File: src/rtl/baser_257b_mii_decoder.sv
// 256b/257b transcoded block to MII word decoder with receive sequence checking.
// Optional BASER_DEC_STATS_EN adds accepted-block and sequence-error counters.
module baser_257b_mii_decoder #(
    parameter int DATA_WIDTH        = 64,
    parameter int CONTROL_WIDTH     = 8,
    parameter int TRANSCODER_BLOCKS = 4,
    parameter int TC_WIDTH          = 257
) (
    input  logic                     clk,
    input  logic                     i_rst,
    input  logic [TC_WIDTH-1:0]      i_rx_xcoded,
    input  logic                     i_valid,
    output logic                     o_ready,
    output logic [DATA_WIDTH-1:0]    o_rxd,
    output logic [CONTROL_WIDTH-1:0] o_rxc,
    output logic                     o_rx_valid,
    output logic                     o_seq_err,
    output logic [1:0]               o_state
`ifdef BASER_DEC_STATS_EN
    ,
    output logic [31:0]              o_block_count,
    output logic [31:0]              o_err_count
`endif
);

    // Handshake: a block transfers on a rising edge where i_valid and o_ready
    // are both high; o_ready depends only on registered state, and the source
    // must hold i_rx_xcoded stable while i_valid is high and o_ready is low.

    localparam int PEND_W = $clog2(TRANSCODER_BLOCKS);
    localparam int EXT_W  = TC_WIDTH + 8;
    localparam logic [DATA_WIDTH-1:0] IDLE_RXD = {8{8'h07}};
    localparam logic [DATA_WIDTH-1:0] ERR_RXD  = {8{8'hFE}};

    typedef enum logic [1:0] {
        ST_INIT = 2'd0,
        ST_IDLE = 2'd1,
        ST_PKT  = 2'd2
    } seq_state_e;

    typedef enum logic [2:0] {
        CLS_C = 3'd0,
        CLS_S = 3'd1,
        CLS_D = 3'd2,
        CLS_T = 3'd3,
        CLS_E = 3'd4
    } word_class_e;

    typedef struct packed {
        logic [DATA_WIDTH-1:0]    rxd;
        logic [CONTROL_WIDTH-1:0] rxc;
        word_class_e              cls;
        logic                     xerr;
    } mii_word_t;

    // Returns {supported, type byte} for the low nibble of the first control type.
    function automatic logic [8:0] nib_to_type(input logic [3:0] nib);
        case (nib)
            4'hE:    nib_to_type = {1'b1, 8'h1E};
            4'h8:    nib_to_type = {1'b1, 8'h78};
            4'h7:    nib_to_type = {1'b1, 8'h87};
            4'h9:    nib_to_type = {1'b1, 8'h99};
            4'hA:    nib_to_type = {1'b1, 8'hAA};
            4'h4:    nib_to_type = {1'b1, 8'hB4};
            4'hC:    nib_to_type = {1'b1, 8'hCC};
            4'h2:    nib_to_type = {1'b1, 8'hD2};
            4'h1:    nib_to_type = {1'b1, 8'hE1};
            4'hF:    nib_to_type = {1'b1, 8'hFF};
            4'hB:    nib_to_type = {1'b1, 8'h4B};
            default: nib_to_type = 9'h000;
        endcase
    endfunction

    // Number of data bytes ahead of /T/; 8 means the type is not a terminate.
    function automatic logic [3:0] term_len(input logic [7:0] t);
        case (t)
            8'h87:   term_len = 4'd0;
            8'h99:   term_len = 4'd1;
            8'hAA:   term_len = 4'd2;
            8'hB4:   term_len = 4'd3;
            8'hCC:   term_len = 4'd4;
            8'hD2:   term_len = 4'd5;
            8'hE1:   term_len = 4'd6;
            8'hFF:   term_len = 4'd7;
            default: term_len = 4'd8;
        endcase
    endfunction

    function automatic mii_word_t decode_block(input logic is_data, input logic [63:0] blk);
        mii_word_t   w;
        logic [3:0]  tl;
        logic [63:0] pay;
        w.rxd  = ERR_RXD;
        w.rxc  = 8'hFF;
        w.cls  = CLS_E;
        w.xerr = 1'b0;
        tl     = term_len(blk[7:0]);
        pay    = {8'h00, blk[63:8]};
        if (is_data) begin
            w.rxd = blk;
            w.rxc = 8'h00;
            w.cls = CLS_D;
        end else if (blk[7:0] == 8'h1E) begin
            for (int l = 0; l < 8; l++) begin
                w.rxd[8*l +: 8] = (blk[8+7*l +: 7] == 7'h00) ? 8'h07 : 8'hFE;
            end
            w.cls = CLS_C;
        end else if (blk[7:0] == 8'h78) begin
            w.rxd = {blk[63:8], 8'hFB};
            w.rxc = 8'h01;
            w.cls = CLS_S;
        end else if (blk[7:0] == 8'h4B) begin
            w.rxd = {32'h07070707, blk[31:8], 8'h9C};
            w.rxc = 8'hF1;
            w.cls = CLS_C;
        end else if (tl != 4'd8) begin
            for (int l = 0; l < 8; l++) begin
                if (l < int'(tl)) begin
                    w.rxd[8*l +: 8] = pay[8*l +: 8];
                    w.rxc[l]        = 1'b0;
                end else begin
                    w.rxd[8*l +: 8] = (l == int'(tl)) ? 8'hFD : 8'h07;
                    w.rxc[l]        = 1'b1;
                end
            end
            w.cls = CLS_T;
        end
        return w;
    endfunction

    // Transcode expansion of the block currently presented on the input.
    mii_word_t        dec [TRANSCODER_BLOCKS];
    logic [EXT_W-1:0] xc_ext;
    logic [3:0]       flags;
    logic [8:0]       first_type;
    int               first_ctl;
    int               off;
    logic [63:0]      raw;
    logic [63:0]      blk;
    logic             blk_is_data;
    logic             tc_err;

    always_comb begin
        xc_ext      = {8'h00, i_rx_xcoded};
        flags       = i_rx_xcoded[4:1];
        first_type  = nib_to_type(i_rx_xcoded[8:5]);
        first_ctl   = TRANSCODER_BLOCKS;
        off         = 0;
        raw         = '0;
        blk         = '0;
        blk_is_data = 1'b0;
        for (int k = TRANSCODER_BLOCKS - 1; k >= 0; k--) begin
            if (!flags[k]) first_ctl = k;
        end
        tc_err = !i_rx_xcoded[0] && ((flags == 4'hF) || !first_type[8]);
        for (int k = 0; k < TRANSCODER_BLOCKS; k++) begin
            if (i_rx_xcoded[0]) begin
                blk         = i_rx_xcoded[64*k+1 +: 64];
                blk_is_data = 1'b1;
            end else begin
                // Blocks after the first control block sit 8 bits lower: its type byte was squeezed out.
                off         = 9 + 64*k - ((k > first_ctl) ? 8 : 0);
                raw         = xc_ext[off +: 64];
                blk_is_data = flags[k];
                blk         = (k == first_ctl) ? {raw[55:0], first_type[7:0]} : raw;
            end
            dec[k] = decode_block(blk_is_data, blk);
            if (tc_err) begin
                dec[k].rxd  = ERR_RXD;
                dec[k].rxc  = 8'hFF;
                dec[k].cls  = CLS_E;
                dec[k].xerr = 1'b1;
            end
        end
    end

    // Word buffer and emission select.
    mii_word_t         buf_q [TRANSCODER_BLOCKS-1];
    logic [PEND_W-1:0] pend_q;
    logic              accept;
    logic              emit;
    mii_word_t         cur;

    assign o_ready = (pend_q == '0);
    assign accept  = i_valid && o_ready;
    assign emit    = accept || (pend_q != '0);
    assign cur     = accept ? dec[0] : buf_q[0];

    // Receive sequence FSM.
    seq_state_e            state_q;
    seq_state_e            state_d;
    logic                  replace;
    logic                  seq_err_d;
    logic [DATA_WIDTH-1:0] out_rxd;
    logic [CONTROL_WIDTH-1:0] out_rxc;

    always_ff @(posedge clk) begin
        if (i_rst) state_q <= ST_INIT;
        else       state_q <= state_d;
    end

    always_comb begin
        state_d = state_q;
        replace = 1'b0;
        if (emit) begin
            case (state_q)
                ST_INIT: begin
                    if (cur.cls == CLS_C) state_d = ST_IDLE;
                    else                  replace = 1'b1;
                end
                ST_IDLE: begin
                    case (cur.cls)
                        CLS_S:        state_d = ST_PKT;
                        CLS_D, CLS_T: replace = 1'b1;
                        default:      state_d = ST_IDLE;
                    endcase
                end
                ST_PKT: begin
                    case (cur.cls)
                        CLS_D:        state_d = ST_PKT;
                        CLS_C, CLS_S: begin
                            replace = 1'b1;
                            state_d = ST_IDLE;
                        end
                        default:      state_d = ST_IDLE;
                    endcase
                end
                default: state_d = ST_INIT;
            endcase
        end
        out_rxd   = replace ? ERR_RXD : cur.rxd;
        out_rxc   = replace ? 8'hFF : cur.rxc;
        seq_err_d = emit && (replace || cur.xerr);
    end

    assign o_state = state_q;

    always_ff @(posedge clk) begin
        if (i_rst) begin
            o_rxd      <= IDLE_RXD;
            o_rxc      <= 8'hFF;
            o_rx_valid <= 1'b0;
            o_seq_err  <= 1'b0;
            pend_q     <= '0;
            for (int k = 0; k < TRANSCODER_BLOCKS - 1; k++) buf_q[k] <= '0;
        end else begin
            o_rx_valid <= emit;
            o_seq_err  <= seq_err_d;
            if (emit) begin
                o_rxd <= out_rxd;
                o_rxc <= out_rxc;
            end
            if (accept) begin
                for (int k = 0; k < TRANSCODER_BLOCKS - 1; k++) buf_q[k] <= dec[k+1];
                pend_q <= PEND_W'(TRANSCODER_BLOCKS - 1);
            end else if (pend_q != '0) begin
                for (int k = 0; k < TRANSCODER_BLOCKS - 2; k++) buf_q[k] <= buf_q[k+1];
                pend_q <= pend_q - PEND_W'(1);
            end
        end
    end

`ifdef BASER_DEC_STATS_EN
    logic [31:0] block_count_q;
    logic [31:0] err_count_q;

    always_ff @(posedge clk) begin
        if (i_rst) begin
            block_count_q <= '0;
            err_count_q   <= '0;
        end else begin
            if (accept && (block_count_q != 32'hFFFF_FFFF)) block_count_q <= block_count_q + 32'd1;
            if (seq_err_d && (err_count_q != 32'hFFFF_FFFF)) err_count_q <= err_count_q + 32'd1;
        end
    end

    assign o_block_count = block_count_q;
    assign o_err_count   = err_count_q;
`endif

endmodule
File: config.mk
export PLATFORM = sky130hd
export DESIGN_NAME = baser_257b_mii_decoder
export DESIGN_NICKNAME = d
export VERILOG_FILES = /design/src/rtl/baser_257b_mii_decoder.sv
export SDC_FILE = /design/constraint.sdc
export NUM_CORES = 1
export LEC_CHECK = 0
export ABC_AREA = 1
export CAP_MARGIN = 40
export CORE_ASPECT_RATIO = 0.5
export CORE_MARGIN = 1.5
export CORE_UTILIZATION = 40
export CTS_CLUSTER_SIZE = 8
export DETAILED_ROUTE_END_ITERATION = 8
export GPL_TIMING_DRIVEN = 0
export PLACE_DENSITY_LB_ADDON = 0.08
export SYNTH_ARGS = -nofsm -noshare
export SYNTH_HDL_FRONTEND = slang
export SYNTH_SLANG_ARGS = --single-unit
File: constraint.sdc
create_clock -name clk -period 20.3 [get_ports clk]
set_input_delay 3.045 -clock clk [delete_from_list [all_inputs] [get_ports clk]]
set_output_delay 3.045 -clock clk [all_outputs]
set_load 0.02 [all_outputs]
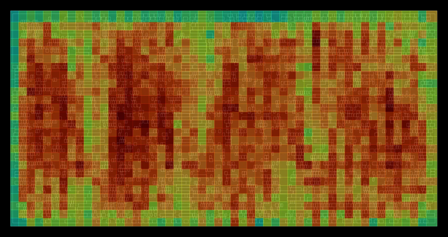
(run_1/congestion.png)
grt met1 use: 54.75%
wire per inst: 27.17 µm
fin util: 49.81%
grt met2 use: 66.78%
routing usage on met3: 9.291%

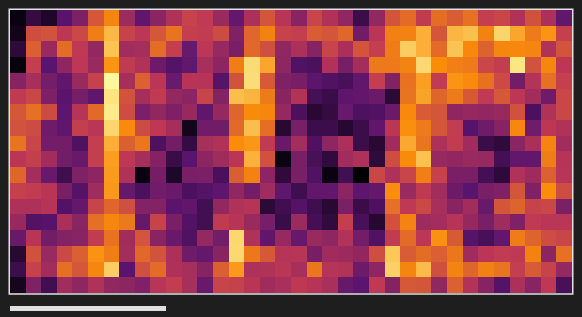
(run_1/cell_density.png)
The bar under the picture is 100 µm long. The die is cut into 36 by 18 equal tiles; black is low, pale yellow is high, 0 to 100% covered.
densest ninth of the die: top right
mean over tiles: 46%
tiles over 75% full: 7.3%
nearly empty tiles: 0.30%
fullest tile: 99%

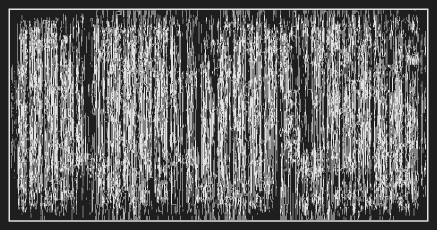
(run_1/layer_met2.png)
nets with wire on the layer: 3,791
main direction: vertical

run 1: final timing paths:
path | slack [ps] | end | start
worst min-delay path | 480 | o_rxd[40]$_SDFFE_PP1P_ | o_rxd[40]$_SDFFE_PP1P_
worst max-delay path | 12670 | buf_q[0][50]$_DFFE_PP_ | i_rx_xcoded[6]
worst max register to register | 15720 | buf_q[0][50]$_DFFE_PP_ | pend_q[0]$_SDFFE_PP0P_
worst min register to register | 480 | o_rxd[40]$_SDFFE_PP1P_ | o_rxd[40]$_SDFFE_PP1P_
run 1: sequential cells by signal, indices dropped and copies added (netlist names):
name	cells
pend_q	2
o_rx_valid	1
o_state	2
buf_q	228
o_rxc	8
o_rxd	64
o_seq_err	1
run 1: area by class of cell:
class | instances | share of cell area (%)
tap | 837 | 3.327
antenna | 4 | 0.03180
clock buffer | 61 | 3.701
multi-input combinational | 3107 | 46.45
clock inverter | 3 | 0.09540
buffer | 227 | 3.168
timing repair buffer | 354 | 11.33
sequential | 306 | 26.71
inverter | 434 | 5.183
run 1: worst min-delay path: stages (launching register included):
cell and delay [ps]:
dfxtp_1 320, nand2_1 60, nand3_1 70
run 1: stage by stage:
step / hold WS, ps / util [%]
after floorplan: 475.3 / -
after global placement: 458.2 / 47.49
after detailed placement: 466.1 / 47.86
after CTS: 483.9 / 49.75
after global routing: 503.7 / 49.80
final: 480.6 / 49.81
run 1: logic make-up (layout without fill, tap and decap cells):
kind of cell	after synthesis	count (layout)	synth area share [%]
compound gates	1169	1169	24.94
simple gates	1907	1907	30.74
mux	25	25	0.9760
flops	306	306	32.79
buf+inv	661	1079	10.25
fa+ha+maj	6	6	0.2928
other cells	0	4	0
run 1: power breakdown:
part           switching [mW]  internal (mW)
Clock                   0.277          0.393
Combinational           0.694          0.333
Sequential             0.0717          0.863
Total                    1.04           1.59
==> impl_metrics.toml, run 1 <==
# physical design summary
[logic_synthesis]
syn_inst = 4074
syn_area_um2 = 25640
synth_dominant_cell_count = "nand2_1"
synth_nets = 4340
top_cell_area_share_pct = 26.70
numSynthFlops = 306

[global_routing]
antenna_found_initial = 5
grt_pass1_wl_mm = 203.6
grt.overflow.total = 0
top_usage_layer = "met2"

[detailed_routing]
top_layer_used = "met5"
firstDrtPassIters = 8
drcViolationCount = 0
routed-wl-met2_mm = 62.37
wl_mm = 144.9
num_vias = 31930
viasPerCell = 5.987
drt_iter0_markers = 5016

[final_timing]
rsz0062_at_grt = "false"
drv_slew = 0
max-slew-margin-rel_pct = 24.07
finalHoldViolCount = 0

[placed_design]
pre_cts_ws_ps = 12290
portBuffers = 332
place_area_um2 = 30240
hpwl_mm = 117.5

[floorplan]
core_um2 = 63190
chipArea_um2 = 65720
die_height_um = 182.0

[clock_tree]
clock_tree.root_cell = "clkbuf_16"
cts_tree = "done"
clkLatencyLatePin_ps = 580

[final_layout]
logic_area_um2 = 14620
ff_latch_area_um2 = 8408
layout_top_cells = "nand2_1 (1,322), o21ai_0 (563), inv_1 (416)"

[pwr]
leakage_nw = 14.58

[outcome]
status = "completed"

[critical_path]
crit_arrival_ps = 7870
==> run 1 -> run 2 <==
- clock period: 20.3 -> 6.35 ns (I/O delays scaled with it)
==> run 2 against run 1 <==
Against the previous run: core utilization increased by 0.077 points; sequential cell count unchanged; combinational power increased to 3.2 times the previous value; die area unchanged; first-iteration DRC count decreased by 2.8%; critical endpoint is now buf_q[0][74]$_DFFE_PP_; worst hold slack about the same; area after synthesis unchanged; sequential share of layout area about the same; via count about the same; global-route usage decreased by 0.57 points.
==> impl_metrics.toml, run 2 <==
# physical design summary
[logic_synthesis]
synth_dominant_cell_count = "nand2_1"
syn_area_um2 = 25640

[global_routing]
antenna_found_initial = 8
grt_pass1_wl_mm = 201.2
grt.overflow.total = 0

[floorplan]
die_height_um = 182.0
chipArea_um2 = 65720
core_um2 = 63190

[clock_tree]
clock_tree.root_cell = "clkbuf_16"

[final_layout]
layout_top_cells = "nand2_1 (1,322), o21ai_0 (563), inv_1 (416)"
largest_reg_flops = 228
top_register = "buf_q"
top_regs = "buf_q: 228 flops, o_rxd: 64 flops, o_rxc: 8 flops"

[final_timing]
max-slew-margin-rel_pct = 34.90
fin_hold_ws_ps = 480.9
rsz0062_at_grt = "false"

[placed_design]
hpwl_mm = 116.4
portBuffers = 332
place_area_um2 = 30300

[detailed_routing]
wl_per_cell_um = 26.88
drt_iter0_markers = 4877
firstDrtPassIters = 9
drcViolationCount = 0

[outcome]
status = "completed"

[pwr]
leakage_nw = 14.61
==> run 2: metal layers <==
layer,up-vias,global-route usage (%),wire (µm),part of all wire [%]
met1,14760,54.42,56450,39
li1,14410,-,-,-
met4,6,23.31,9288,6.5
met3,436,9.006,16330,11
met5,-,0,38,0.027
met2,2315,65.52,61250,43
==> run 2: worst paths after layout <==
check | startpoint | end | slack [ps] | cells after the start
worst max-delay path | i_rx_xcoded[6] | buf_q[0][74]$_DFFE_PP_ | 1010 | 17
worst min-delay path | o_rxd[48]$_SDFFE_PP1P_ | o_rxd[48]$_SDFFE_PP1P_ | 480 | 2
worst max register to register | pend_q[0]$_SDFFE_PP0P_ | buf_q[0][38]$_DFFE_PP_ | 1800 | 12
worst min register to register | o_rxd[48]$_SDFFE_PP1P_ | o_rxd[48]$_SDFFE_PP1P_ | 480 | 2
==> run 2: kinds of logic (layout without fill, tap and decap cells) <==
logic type / Yosys count / after routing / share of synthesized area, %
and+or+nand+nor: 1907 / 1907 / 30.74
AOI/OAI and AO/OA: 1169 / 1169 / 24.94
buffers and inverters: 661 / 1083 / 10.25
DFF: 306 / 306 / 32.79
muxes: 25 / 25 / 0.9760
adders and majority gates: 6 / 6 / 0.2928
other: 0 / 1 / 0
==> run 2: final cells by class <==
cell class / count / area [µm²]
Clock buffer: 63 / 1172
Buffer: 227 / 997.2
Multi-Input combinational cell: 3107 / 14620
Inverter: 434 / 1632
Timing Repair Buffer: 355 / 3595
Clock inverter: 4 / 50.05
Sequential cell: 306 / 8408
Fill cell: 6525 / 31670
Antenna cell: 1 / 2.502
Tap cell: 837 / 1047
==> run 2: power breakdown <==
group          leakage [nW]  internal (mW)  switching [mW]  total [mW]
Clock                 0.590           1.27           0.913        2.18
Combinational          10.8           1.07            2.22        3.28
Sequential             3.18           2.76           0.226        2.98
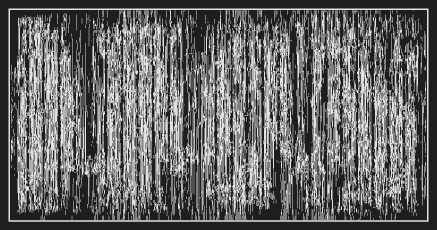
(run_2/layer_met2.png)
longest straight run: 124 µm
main direction: vertical
share of all routed wire: 43%
nets with wire on the layer: 3,785
wire length on this layer: 61.2 mm

Power is estimated from default activity; no workload was simulated.
